[src/rtl/i8085_pkg.sv]
// Shared 8085 datapath definitions: ALU op codes, flag bit positions, flag reset value.
package i8085_pkg;

  typedef enum logic [3:0] {
    OpAdd, OpAdc, OpSub, OpSbb, OpAna, OpXra, OpOra, OpCmp,
    OpInr, OpDcr, OpRlc, OpRrc, OpRal, OpRar, OpDaa, OpCma
  } alu_op_e;

  localparam int unsigned FlagS  = 7;
  localparam int unsigned FlagZ  = 6;
  localparam int unsigned FlagAc = 4;
  localparam int unsigned FlagP  = 2;
  localparam int unsigned FlagCy = 0;

  localparam logic [7:0] FlagsRst = 8'h02;

  // Bits 5 and 3 read as 0, bit 1 reads as 1 regardless of what is written.
  function automatic logic [7:0] fix_flags(input logic [7:0] f);
    return (f & 8'hD5) | 8'h02;
  endfunction

endpackage

[src/rtl/alu_core_if.sv]
// Control-unit <-> ALU handshake, operand and result bundle.
interface alu_core_if;
  logic       start;
  logic [3:0] op;
  logic [7:0] acc_in;
  logic [7:0] bus_in;
  logic       flag_wr;
  logic [7:0] flag_in;
  logic [7:0] alu_out;
  logic       acc_we;
  logic [7:0] flags;
  logic       busy;
  logic       done;

  modport master (
    output start, op, acc_in, bus_in, flag_wr, flag_in,
    input  alu_out, acc_we, flags, busy, done
  );

  modport slave (
    input  start, op, acc_in, bus_in, flag_wr, flag_in,
    output alu_out, acc_we, flags, busy, done
  );
endinterface

[src/rtl/alu_flags_gen.sv]
// Combinational 8085 flag generator: derives S/Z/P/AC/CY from result and adder carries.
module alu_flags_gen
  import i8085_pkg::*;
(
  input  alu_op_e    op_i,
  input  logic [7:0] res_i,
  input  logic       cout_i,
  input  logic       c4_i,
  input  logic [7:0] flags_i,
  output logic [7:0] flags_o
);

  logic [7:0] f;
  logic       szp;

  always_comb begin
    f   = flags_i;
    szp = 1'b0;
    unique case (op_i)
      OpAdd, OpAdc, OpDaa: begin
        szp       = 1'b1;
        f[FlagAc] = c4_i;
        f[FlagCy] = cout_i;
      end
      // Subtraction runs through the adder; CY reports borrow, the inverse of carry-out.
      OpSub, OpSbb, OpCmp: begin
        szp       = 1'b1;
        f[FlagAc] = c4_i;
        f[FlagCy] = ~cout_i;
      end
      OpAna: begin
        szp       = 1'b1;
        f[FlagAc] = c4_i;
        f[FlagCy] = 1'b0;
      end
      OpXra, OpOra: begin
        szp       = 1'b1;
        f[FlagAc] = 1'b0;
        f[FlagCy] = 1'b0;
      end
      OpInr, OpDcr: begin
        szp       = 1'b1;
        f[FlagAc] = c4_i;
      end
      OpRlc, OpRrc, OpRal, OpRar: f[FlagCy] = cout_i;
      OpCma: ;
    endcase
    if (szp) begin
      f[FlagS] = res_i[7];
      f[FlagZ] = (res_i == 8'h00);
      f[FlagP] = ~^res_i;
    end
    flags_o = fix_flags(f);
  end

endmodule

[src/rtl/alu_core.sv]
// 8085 ALU stage: IDLE -> EXEC -> WB sequencer, operand latches, result and flag registers.
// ALU_DAA_EN enables decimal adjust on op E; otherwise op E completes as a no-op.
module alu_core
  import i8085_pkg::*;
(
  input  logic       clk,
  input  logic       rst,
  alu_core_if.slave  bus
);

  localparam logic [1:0] StIdle = 2'd0;
  localparam logic [1:0] StExec = 2'd1;
  localparam logic [1:0] StWb   = 2'd2;

  logic [1:0] state_q, state_d;
  logic [7:0] act_q, tmp_q, alu_out_q, flags_q;
  alu_op_e    op_q;
  logic       acc_we_q, done_q;

  logic [7:0] add_a, add_b;
  logic       add_c;
  logic [8:0] sum;
  logic [4:0] sum_lo;
  logic [7:0] res;
  logic       cout, c4;
  logic [7:0] flags_new;
  logic       daa_nop;

  // Shared adder: subtracts as a + ~b + ~borrow; INR/DCR use TMP with +1 / +0xFE+1.
  always_comb begin
    add_a = act_q;
    add_b = tmp_q;
    add_c = 1'b0;
    case (op_q)
      OpAdc:        add_c = flags_q[FlagCy];
      OpSub, OpCmp: begin add_b = ~tmp_q; add_c = 1'b1; end
      OpSbb:        begin add_b = ~tmp_q; add_c = ~flags_q[FlagCy]; end
      OpInr:        begin add_a = tmp_q; add_b = 8'h00; add_c = 1'b1; end
      OpDcr:        begin add_a = tmp_q; add_b = 8'hFE; add_c = 1'b1; end
      default: ;
    endcase
  end

  assign sum    = {1'b0, add_a} + {1'b0, add_b} + {8'b0, add_c};
  assign sum_lo = {1'b0, add_a[3:0]} + {1'b0, add_b[3:0]} + {4'b0, add_c};

`ifdef ALU_DAA_EN
  logic       daa_lo, daa_hi;
  logic [4:0] daa_lo_sum;
  logic [7:0] daa_t;

  assign daa_lo     = (act_q[3:0] > 4'd9) | flags_q[FlagAc];
  assign daa_lo_sum = {1'b0, act_q[3:0]} + (daa_lo ? 5'd6 : 5'd0);
  assign daa_t      = act_q + (daa_lo ? 8'h06 : 8'h00);
  assign daa_hi     = (daa_t[7:4] > 4'd9) | flags_q[FlagCy];
  assign daa_nop    = 1'b0;
`else
  assign daa_nop    = (op_q == OpDaa);
`endif

  always_comb begin
    res  = sum[7:0];
    cout = sum[8];
    c4   = sum_lo[4];
    case (op_q)
      OpAna: begin res = act_q & tmp_q; c4 = act_q[3] | tmp_q[3]; end
      OpXra: res = act_q ^ tmp_q;
      OpOra: res = act_q | tmp_q;
      OpRlc: begin res = {act_q[6:0], act_q[7]}; cout = act_q[7]; end
      OpRrc: begin res = {act_q[0], act_q[7:1]}; cout = act_q[0]; end
      OpRal: begin res = {act_q[6:0], flags_q[FlagCy]}; cout = act_q[7]; end
      OpRar: begin res = {flags_q[FlagCy], act_q[7:1]}; cout = act_q[0]; end
`ifdef ALU_DAA_EN
      OpDaa: begin
        res  = daa_t + (daa_hi ? 8'h60 : 8'h00);
        cout = daa_hi;
        c4   = daa_lo_sum[4];
      end
`else
      OpDaa: res = alu_out_q;
`endif
      OpCma: res = ~act_q;
      default: ;
    endcase
  end

  alu_flags_gen u_flags_gen (
    .op_i    (op_q),
    .res_i   (res),
    .cout_i  (cout),
    .c4_i    (c4),
    .flags_i (flags_q),
    .flags_o (flags_new)
  );

  always_comb begin
    state_d = state_q;
    case (state_q)
      StIdle:  if (bus.start) state_d = StExec;
      StExec:  state_d = StWb;
      StWb:    state_d = StIdle;
      default: state_d = StIdle;
    endcase
  end

  always_ff @(posedge clk) begin
    if (rst) begin
      state_q   <= StIdle;
      act_q     <= 8'h00;
      tmp_q     <= 8'h00;
      op_q      <= OpAdd;
      alu_out_q <= 8'h00;
      flags_q   <= FlagsRst;
      acc_we_q  <= 1'b0;
      done_q    <= 1'b0;
    end else begin
      state_q  <= state_d;
      acc_we_q <= 1'b0;
      done_q   <= 1'b0;
      if (state_q == StIdle && bus.start) begin
        act_q <= bus.acc_in;
        tmp_q <= bus.bus_in;
        op_q  <= alu_op_e'(bus.op);
      end
      if (state_q == StExec) begin
        alu_out_q <= res;
        acc_we_q  <= (op_q != OpCmp) && !daa_nop;
        done_q    <= 1'b1;
        if (!daa_nop) flags_q <= flags_new;
      end
      // A POP PSW load overrides a same-cycle EXEC flag update.
      if (bus.flag_wr) flags_q <= fix_flags(bus.flag_in);
    end
  end

  assign bus.alu_out = alu_out_q;
  assign bus.acc_we  = acc_we_q;
  assign bus.flags   = flags_q;
  assign bus.busy    = (state_q != StIdle);
  assign bus.done    = done_q;

endmodule

[src/flat_wrapper.sv]
// flat-port wrapper written by rule: the top's interface ports become plain ports
module alu_core_flat import i8085_pkg::*;
  (clk, rst, bus_start, bus_op, bus_acc_in, bus_bus_in, bus_flag_wr, bus_flag_in, bus_alu_out, bus_acc_we, bus_flags, bus_busy, bus_done);
  alu_core_if bus_i ();
  input  logic clk;
  input  logic rst;
  input wire logic [$bits(bus_i.start)-1:0] bus_start;
  input wire logic [$bits(bus_i.op)-1:0] bus_op;
  input wire logic [$bits(bus_i.acc_in)-1:0] bus_acc_in;
  input wire logic [$bits(bus_i.bus_in)-1:0] bus_bus_in;
  input wire logic [$bits(bus_i.flag_wr)-1:0] bus_flag_wr;
  input wire logic [$bits(bus_i.flag_in)-1:0] bus_flag_in;
  output wire logic [$bits(bus_i.alu_out)-1:0] bus_alu_out;
  output wire logic [$bits(bus_i.acc_we)-1:0] bus_acc_we;
  output wire logic [$bits(bus_i.flags)-1:0] bus_flags;
  output wire logic [$bits(bus_i.busy)-1:0] bus_busy;
  output wire logic [$bits(bus_i.done)-1:0] bus_done;
  assign bus_i.start = bus_start;
  assign bus_i.op = bus_op;
  assign bus_i.acc_in = bus_acc_in;
  assign bus_i.bus_in = bus_bus_in;
  assign bus_i.flag_wr = bus_flag_wr;
  assign bus_i.flag_in = bus_flag_in;
  assign bus_alu_out = bus_i.alu_out;
  assign bus_acc_we = bus_i.acc_we;
  assign bus_flags = bus_i.flags;
  assign bus_busy = bus_i.busy;
  assign bus_done = bus_i.done;
  alu_core u_core (.clk(clk), .rst(rst), .bus(bus_i));
endmodule
[config.mk]
export PLATFORM = sky130hd
export DESIGN_NAME = alu_core_flat
export DESIGN_NICKNAME = d
export VERILOG_FILES = /design/src/rtl/i8085_pkg.sv /design/src/rtl/alu_core_if.sv /design/src/rtl/alu_flags_gen.sv /design/src/rtl/alu_core.sv /design/src/flat_wrapper.sv
export SDC_FILE = /design/constraint.sdc
export NUM_CORES = 1
export LEC_CHECK = 0
export CAP_MARGIN = 5
export CORE_ASPECT_RATIO = 1.1
export CORE_MARGIN = 2
export CORE_UTILIZATION = 49
export CTS_CLUSTER_SIZE = 10
export DETAILED_ROUTE_END_ITERATION = 16
export PLACE_DENSITY = 0.87
export SYNTH_ARGS = -nofsm -noshare
export SYNTH_HDL_FRONTEND = slang
export SYNTH_SLANG_ARGS = --single-unit
[constraint.sdc]
create_clock -name clk -period 3.8 [get_ports clk]
set_input_delay 0.76 -clock clk [delete_from_list [all_inputs] [get_ports clk]]
set_output_delay 0.76 -clock clk [all_outputs]
set_load 0.1 [all_outputs]
==> summary.txt, run 1 <==
Notes on the flow outputs.

- The synthesized netlist has a Yosys-reported chip area of 0.00322 mm2.
- The post-synthesis sequential area ratio is 23.0%.
- The final critical path takes up 96.9% of the cycle.
- The post-detailed-placement half-perimeter wirelength is 6.84 mm.
- The kind of capture point of the worst setup path is a flip-flop.
- The diode insertion count for antenna repair reads 0.
- Global routing used 32.2% of the available met1 tracks.
- The floorplan die area is 0.00724 mm2.
- The global-route wire length before repair is 14.8 mm.
- By area the synthesized netlist is led by dfxtp_1 23%, ha_1 10%, nand2_1 7.8%.
- Per the GRT congestion report, total overflow comes to 0.
- The total number of vias reads 3,411.
- According to the report, the first pass of detailed routing completed in 7 iterations.
- The ratio of cells with drive above 1 in the final layout is 14.4%.
- The layer carrying the most global-route usage reads met2.
- The first-iteration detailed-routing DRC count is 413.
- The length of routed wiring on met1 reads 3.77 mm.
- For this sky-water flow run, the detailed-routed wirelength per cell is reported as 16.7 um.
- The remaining antenna violation count is 0.
- The final total negative setup slack is 0 ns.
- The worst path needs 3.68 ns of the cycle, external delays included.
- For reference, the clock transition at the flip-flops on the worst setup and hold paths is 0.08 ns.
- The flow ran to the end, and the final reports show no timing, DRC or antenna violations.
- The required time of the worst setup path reads 3.98 ns.
- Max-cap violations in this run came to 0.
- The completed layout was analyzed and its total power is 0.00145 W.
- The final wirelength reads 9.32 mm.
- The insertion delay to the later sink of the worst-skew pair reads 0.30 ns.
- The area share of the leading cell type in the synthesized netlist is 23.0%.
- The flip-flop and latch count after synthesis is 37.
- The tool warning count for the run is 37.
- The synthesis run shows the most used standard cells to be 67 x nand2_1, 39 x a21oi_1, 37 x dfxtp_1.
- The count of instantiated cells in the yosys netlist is 427.
- The root buffer cell reads clkbuf_8.
- Looking at the max-slew report, the worst-margin pin has a slew of 0.980 ns.
- For met3 alone, demand over resource in global routing was 3.84%.
- The count of endpoints failing setup in the final report reads 0.
- The total length of routed met3 wires is 774 um.
- After its last routability iteration, the placer logged a weighted congestion of 0.948.
- Yosys printed 0 warnings.
- The global routing usage summed across all routing layers is 26.1%.
- The post-synthesis average cell area is 7.54 um2.
- Looking at the critical path, the highest net fanout was 17.
- The biggest area contributor in the post-synthesis netlist is dfxtp_1.
- The maximum number of pins on one net before global-route repair is 37.
- The number of cells upsized or downsized after cts reads 3.
- The worst endpoint data arrival time is 3.86 ns.
- In the routed design, unresolved DRC markers number 0.
- The critical path start-end classification reads reg -> reg.
- The met2 track demand over resource is 46.0%.
- The detailed route wirelength on metal2 is 4.50 mm.
- In this run, CTS created clock tree buffers numbering 5.
- The count of flip-flops with a built-in enable after synthesis reads 0.
- The timing-limited maximum frequency reads 0.272 GHz.
- The final setup skew is 0.00725 ns.
- The number of antenna violations at the first check in global routing reads 0.
- The topmost layer with routed signal wires is met4.
- The clock sink count reads 37.
- The power per standard cell area reads 360 mW/mm2.
- The worst setup path is launched from a flip-flop.
- The number of global-route vias before repair is 3,142.
- The count of nets after finishing reads 539.
- After synthesis the cells add up to 0.00322 mm2.
- The final hold violation count reads 0.
- The synthesized instance count reads 427.
- The gate-level netlist out of Yosys references 69 unique cell types.
- The analysis attributes to cell leakage a power of 1.56 nW.
- The CTS tree reads built.
- The tightest min-delay check is of the reg -> reg type.
- The count of filler cells inserted in the layout is 551.
- The signed area change from the synthesized netlist to the final layout is 25.0%.
- The post-synthesis async set-or-reset flop share is 0%.
- The most used flip-flop cell after synthesis is dfxtp_1.
- In this run the tightest slew margin relative to its limit is 34.5%.
- The total of hold buffers inserted after clock tree synthesis is 0.
- The H-tree was split into 2 levels.
- Using the TritonRoute via totals, the vias-per-cell ratio works out to 6.10.
- The maximum buffer depth of the clock tree is 2.
- The most used standard cell by instance count after synthesis reads nand2_1.
- The final-report max-slew violation count reads 0.
- Before CTS, the worst setup slack after placement is -0.0311 ns.
- The initial cell density of the core reads 51.4%.
- Per the repair_timing log after CTS, setup buffers inserted total 0.
- The post-layout worst setup margin is 0.117 ns.
run 1: power by group:
part	total (W)	switching [W]	internal, W
Clock	0.000368	0.000154	0.000214
Sequential	0.000449	0.0000355	0.000414
Combinational	0.000634	0.000380	0.000254
Total	0.00145	0.000570	0.000882
run 1: state kept, by name, indices dropped and copies added, names as in the netlist:
signal	cells
u_core.bus.done	1
u_core.act_q	8
u_core.state_q	2
u_core.bus.flags	5
u_core.bus.alu_out	8
u_core.tmp_q	8
u_core.op_q	4
u_core.bus.acc_we	1
run 1: layout by cell type, fill, tap and decap left out, types with 3 or more instances in the layout:
master           instances
dfxtp_1                 32
dfxtp_4                  3
inv_1                   22
a21oi_2                  4
a31oi_1                  3
buf_4                   26
nand4_1                  3
ha_1                    27
clkdlybuf4s50_1         44
o22ai_1                  4
a2bb2oi_1                4
conb_1                   3
o21ai_0                 19
o32ai_1                  3
nor3b_1                  3
buf_6                    3
nand3b_1                 4
nand3_1                  6
nor2b_1                  8
a211oi_2                 5
xnor2_1                  7
nand2_1                 67
mux2i_1                  4
o221ai_1                 3
a211oi_1                10
a221oi_1                 3
a21o_1                   5
a21oi_1                 37
nand2b_1                 8
nor3_1                   8
clkbuf_8                 6
nor2_1                  35
run 1: cells by family after synthesis:
| group | Yosys count | share of synthesized area [%] |
|---|---|---|
| and+or+nand+nor | 157 | 22.7 |
| buffers and inverters | 56 | 8.70 |
| muxes | 7 | 2.37 |
| adders and majority gates | 29 | 11.7 |
| AOI/OAI and AO/OA | 130 | 28.6 |
| DFF | 37 | 23.0 |
| xor gates and xnor gates | 9 | 2.68 |
| other | 2 | 0.233 |
run 1: final timing paths:
| check | slack, ns | from | end | depth (start not counted) |
|---|---|---|---|---|
| worst min-delay path | 0.50 | u_core.act_q[6] | u_core.act_q[6] | 2 |
| worst max register to register | 0.12 | u_core.op_q[0] | u_core.bus.flags[2] | 19 |
| worst min register to register | 0.50 | u_core.act_q[6] | u_core.act_q[6] | 2 |
| worst max-delay path | 0.12 | u_core.op_q[0] | u_core.bus.flags[2] | 19 |
run 1: through the flow:
stage                     hold WS (ns)  instances  instance area (um2)
after floorplan                  0.465        428                 3230
after global placement           0.491        547                 3790
after detailed placement         0.492        547                 3790
after CTS                        0.491        555                 3910
after global routing             0.547        559                 4030
final                            0.500        559                 4030
run 1: final cells by class:
type | instances | area (um2) | share of cell area [%]
clock inverter | 1 | 30.0 | 0.746
clock buffer | 7 | 86.3 | 2.14
tap | 80 | 100 | 2.49
multi-input combinational | 335 | 2270 | 56.4
sequential | 37 | 754 | 18.7
timing repair buffer | 74 | 689 | 17.1
inverter | 25 | 93.8 | 2.33
run 1: critical path, stage by stage (launching register included):
cell	delay [ns]
dfxtp_4	0.38
buf_12	0.15
inv_1	0.08
a21oi_2	0.17
nor2_1	0.06
a211o_1	0.27
fa_2	0.36
inv_2	0.09
fa_2	0.21
a21o_1	0.18
buf_4	0.13
a21oi_1	0.11
xnor2_1	0.17
a211oi_2	0.25
ha_1	0.29
xor2_1	0.20
xnor2_1	0.15
nor2_1	0.06
a211oi_1	0.17
nor3_1	0.07
run_1/final_placement.png
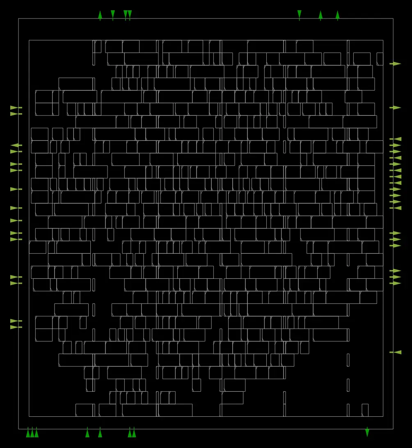
CORE AREA: 0.00627 mm2
Placement Rows: 30
sequential cell area share: 18.7%
final core utilization: 64.2%
post-route insts no fill: 559

run_1/pdn.png
Scale bar: 20 um. Pins as bars on the die edge. Tap cells in grey.
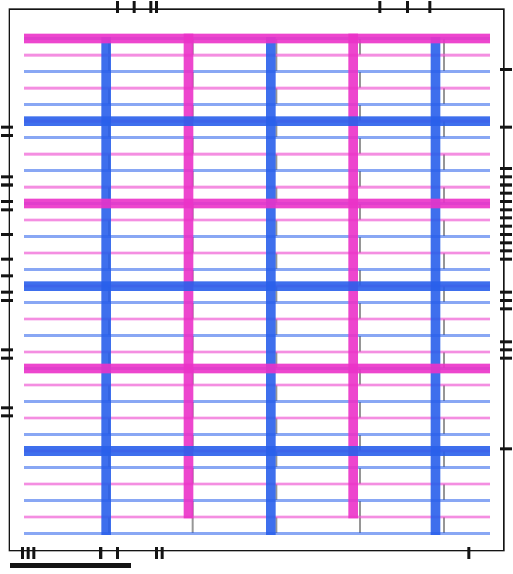
| net | colour |
|---|---|
| VSS | blue |
| VDD | magenta |
met1 rails: 31
tap cells: 80
Die Y: 89.0 um
overall die width: 81.3 um
maximum ir drop on the vdd rail: 0.000219 V

run_1/port_nets.png
Scale bar: 20 um.
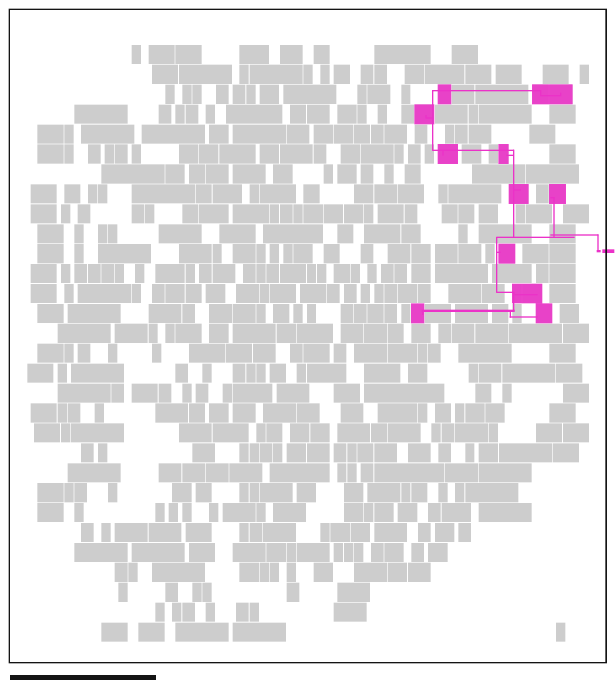
| port | colour | direction | end cells | buffers | wire |
|---|---|---|---|---|---|
| bus_flag_wr | magenta | input | 13 | 1 | 113 um |
number of top-level design ports: 51
Port-buffer cells: 44

run_1/cell_classes.png
Fill, decap, tap and diode cells in grey.
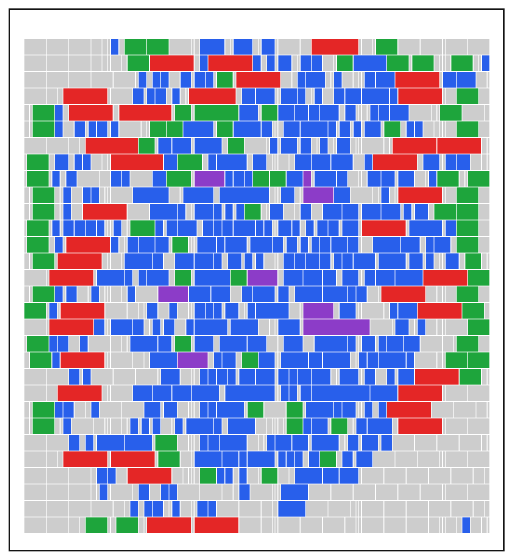
| class | colour | cells | share of their area |
|---|---|---|---|
| clock drivers and dummy loads | purple | 8 | 3.0% |
| flip-flops | red | 37 | 19% |
| other buffers and delay cells | green | 74 | 18% |
| all other logic | blue | 360 | 60% |
post-route cell area: 0.00403 mm2

run_1/wire_density.png
16 x 18 tiles, from dark blue (low) to red (high), scaled to the fullest tile. Values are wire area over tile area, all layers added.
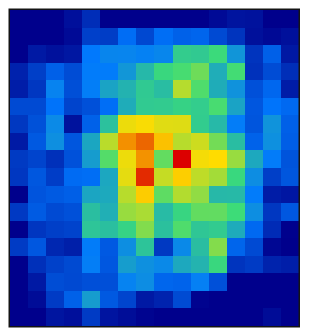

==> inputs of run 2 (changes only) <==
--- a/config.mk
+++ b/config.mk
@@ -6,7 +6,7 @@
 export NUM_CORES = 1
 export LEC_CHECK = 0
 export CAP_MARGIN = 5
-export CORE_ASPECT_RATIO = 1.1
+export CORE_ASPECT_RATIO = 0.5
 export CORE_MARGIN = 2
 export CORE_UTILIZATION = 49
 export CTS_CLUSTER_SIZE = 10
run_2/wire_density.png
24 x 12 tiles, from dark blue (low) to red (high), scaled to the fullest tile. Values are wire area over tile area, all layers added.
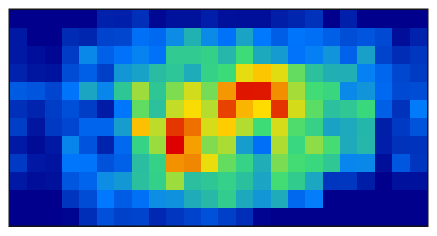
emptiest ninth of the die: north-west
fullest tile: 0.79
mean over tiles: 0.22
densest ninth of the die: centre
routed wire length per instance: 16.9 um
All-Layer GR Usage: 25.8%

==> run 2 against run 1 <==
  * Core utilization rose by 0.30 points
  * Synthesized cell count did not move
  * Highest routed layer unchanged
  * Design area fell by 0.53%
  * Largest cell class unchanged
  * Critical path type unchanged
  * Wire length rose by 2.2%
==> summary.txt, run 2 <==
Notes on the flow outputs.

- The run finished with clean final reports.
- The relative contribution of the clock network to total power is 25.4%.
- The count of buffers added on input and output ports is 44.
- The synthesized instance count is 427.
- In this run the clock root is driven by a clkbuf_16.
- STA classifies the critical path endpoint as a flip-flop.
- Per the synthesis report, the single largest cell type by area occupies 23.0% of cell area.
- The count of nets after finishing reads 537.
- The cell taking the most area after synthesis is dfxtp_1.
- The first-iteration detailed-routing DRC count is 436.
- The tightest min-delay check is of the reg -> reg type.
- The worst slew margin relative to its limit is 34.7%.
- The power report puts the leakage power at 1.55 nW.
- The post-synthesis async set-or-reset flop share reads 0%.
- The final-report max-slew violation count is 0.
- The horizontal die size reads 119 um.
- The maximum buffer depth of the clock tree is 2.
- The dominant cell type by count on the critical path reads nor2_1.
- The share of total power consumed by net switching is 38.7%.
- The average vias per placed instance is 6.01.
- The floorplan die area reads 0.00728 mm2.
- The remaining design rule violation count reads 0.
- For flop-to-flop paths, the worst setup slack is 0.13 ns.
- The number of antenna violations at the first check in global routing is 0.
- The timing-limited maximum frequency is 0.272 GHz.
- The initial cell density of the core is 51.9%.
- The clock transition time at the flip-flop clock pins of the worst setup and hold paths is 0.05 ns.
- The final setup skew reads 0.00394 ns.
- Entering global routing, the biggest net connects 36 pins.
- The largest stage delay on the critical path is 0.39 ns.
- The most used logic cell in the final layout is nand2_1.
- The critical path start-end classification reads reg -> reg.
- Sequential cells burn 30.3% of the power.
- The library cell contributing the largest single delay on the critical path reads dfxtp_2.
- Endpoints with negative setup slack in the final report add up to 0.
- The final wirelength reads 9.52 mm.
- The total length of routed met3 wires is 1.06 mm.
- The number of H-tree branching levels reads 2.
- The post-detailed-placement half-perimeter wirelength is 6.89 mm.
- Endpoints failing hold in the final report were tallied at 0.
- The diode insertion count for antenna repair reads 0.
- The number of CTS-inserted buffers reads 5.
- The ratio of cells with drive above 1 in the final layout reads 13.9%.
- The share of the clock period used by the worst path after layout is 96.6%.
- After synthesis, the design contains 427 cells according to Yosys.
- The number of global-route vias before repair reads 2,922.
- The most used flip-flop cell after synthesis is dfxtp_1.
- The count of pins on the block boundary is 51.
- The most used standard cell by instance count after synthesis reads nand2_1.
- The actual transition at the worst max-transition pin is 0.977 ns.
- The flip-flop and latch count after synthesis is 37.
- The detailed router put a total of 4.27 mm of wire on met1.
- The design draws 0.00149 W.
- The clock sink count is 37.
- The analysis reports a worst IR drop on VDD of 0.000180 V.
- By area the synthesized netlist is led by dfxtp_1 23%, ha_1 10%, nand2_1 7.8%.
- The remaining antenna violation count is 0.
- The report lists the cells along the critical path as nand2b_1 -> o21ai_1 -> a21oi_2 -> nor2_1 -> a211oi_2 -> ha_1 -> a21o_1 -> a311oi_2 -> nor2_1 -> or3_1 -> nand3_1 -> ha_1 -> xnor2_2 -> xnor2_1 -> nor2_1 -> a211oi_2 -> nor3_1.
- Per the run report, area growth between synthesis and finish was 24.4%.
- For reference, the placement row count at floorplan is 20.
- Summed over all layers, the global routing overflow is 0.
- The detailed route wirelength on metal2 is 4.01 mm.
- The clock period minus worst slack is 3.67 ns.
- During synthesis, Yosys emitted a total of 0 warnings.
- Along the worst path, the maximum fanout reaches 6.
- In this run, the combinational gates consume 44.3% of the power.
run_2/cell_classes.png
Fill, decap, tap and diode cells in grey.
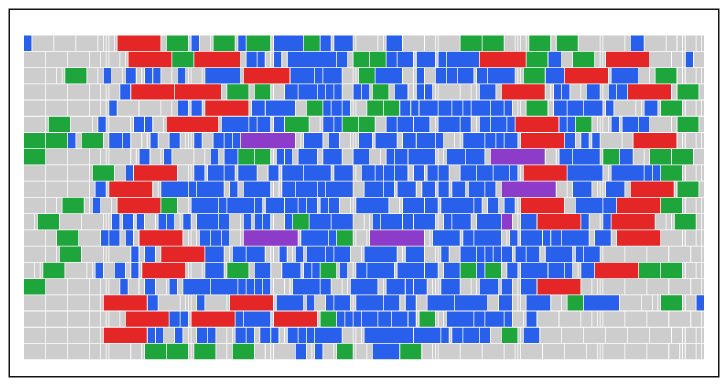
| class | colour | cells | share of their area |
|---|---|---|---|
| flip-flops | red | 37 | 19% |
| other buffers and delay cells | green | 72 | 17% |
| clock drivers and dummy loads | purple | 6 | 3.3% |
| all other logic | blue | 360 | 61% |
sequential cell area share: 18.7%
post-route cell area: 0.00401 mm2

==> run 2: cell types whose count changed in the layout (fill, tap and decap cells not counted), moves of 2 or more <==
cell / change
dfxtp_2: +2
clkbuf_16: +5
dfxtp_4: -2
clkbuf_8: -6
==> run 2: final cells by class <==
cell class | instances | area, um2 | area share (%)
Clock buffer | 5 | 125 | 3.12
Multi-Input combinational cell | 335 | 2260 | 56.5
Sequential cell | 37 | 749 | 18.7
Inverter | 25 | 93.8 | 2.34
Tap cell | 88 | 110 | 2.75
Timing Repair Buffer | 72 | 658 | 16.4
Clock inverter | 1 | 5.00 | 0.125
==> run 2: critical path, delay by kind of cell (launching register included) <==
family | cells | cell delay (ns)
simple gates | 7 | 0.95
flops | 1 | 0.39
compound gates | 6 | 1.33
xor+xnor | 2 | 0.34
fa+ha+maj | 2 | 0.56
==> run 2: cells by family after synthesis <==
logic type | after synthesis | share of synthesized area [%]
simple gates | 157 | 22.7
compound gates | 130 | 28.6
buf+inv | 56 | 8.70
flops | 37 | 23.0
fa+ha+maj | 29 | 11.7
xor+xnor | 9 | 2.68
mux | 7 | 2.37
other cells | 2 | 0.233
==> run 2: final timing paths <==
check,to,start,cells after the start
setup / recovery,u_core.bus.flags[2],u_core.op_q[0],17
setup reg to reg,u_core.bus.flags[2],u_core.op_q[0],17
hold / removal,u_core.act_q[6],u_core.act_q[6],2
hold reg to reg,u_core.act_q[6],u_core.act_q[6],2
==> run 2: power groups by stage <==
stage / Clock [W] / Combinational [W] / Sequential (W)
finish: 0.000378 / 0.000660 / 0.000452
global route: 0.000398 / 0.000704 / 0.000455
CTS: 0.000383 / 0.000605 / 0.000447
detailed placement: 0 / 0.000596 / 0.000455
global placement: 0 / 0.000586 / 0.000454
floorplan: 0 / 0.000363 / 0.000531
==> run 2: layer usage <==
layer  vias up  track usage, %
li1       1609               -
met2       208            39.9
met4         0            6.97
met1      1545            36.7
met5         -               0
met3        22            6.11
==> run 2: through the flow <==
stage | TNS, ns | cell area [um2] | util [%]
5_1_grt | -0.0583 | 4010 | 64.5
4_1_cts | 0 | 3900 | 62.8
3_5_place_dp | 0 | 3770 | 60.7
6_report | 0 | 4010 | 64.5
3_3_place_gp | 0 | 3770 | 60.7
2_1_floorplan | 0 | 3230 | -
==> run 2: repair_timing <==
| action | 4_1_cts | 5_1_grt |
|---|---|---|
| buffers inserted | 0 | 4 |
| endpoints found under the setup margin | 0 | 1 |
| hold buffers | 0 | 0 |
| resized | 0 | 20 |
Power is estimated from default activity; no workload was simulated.
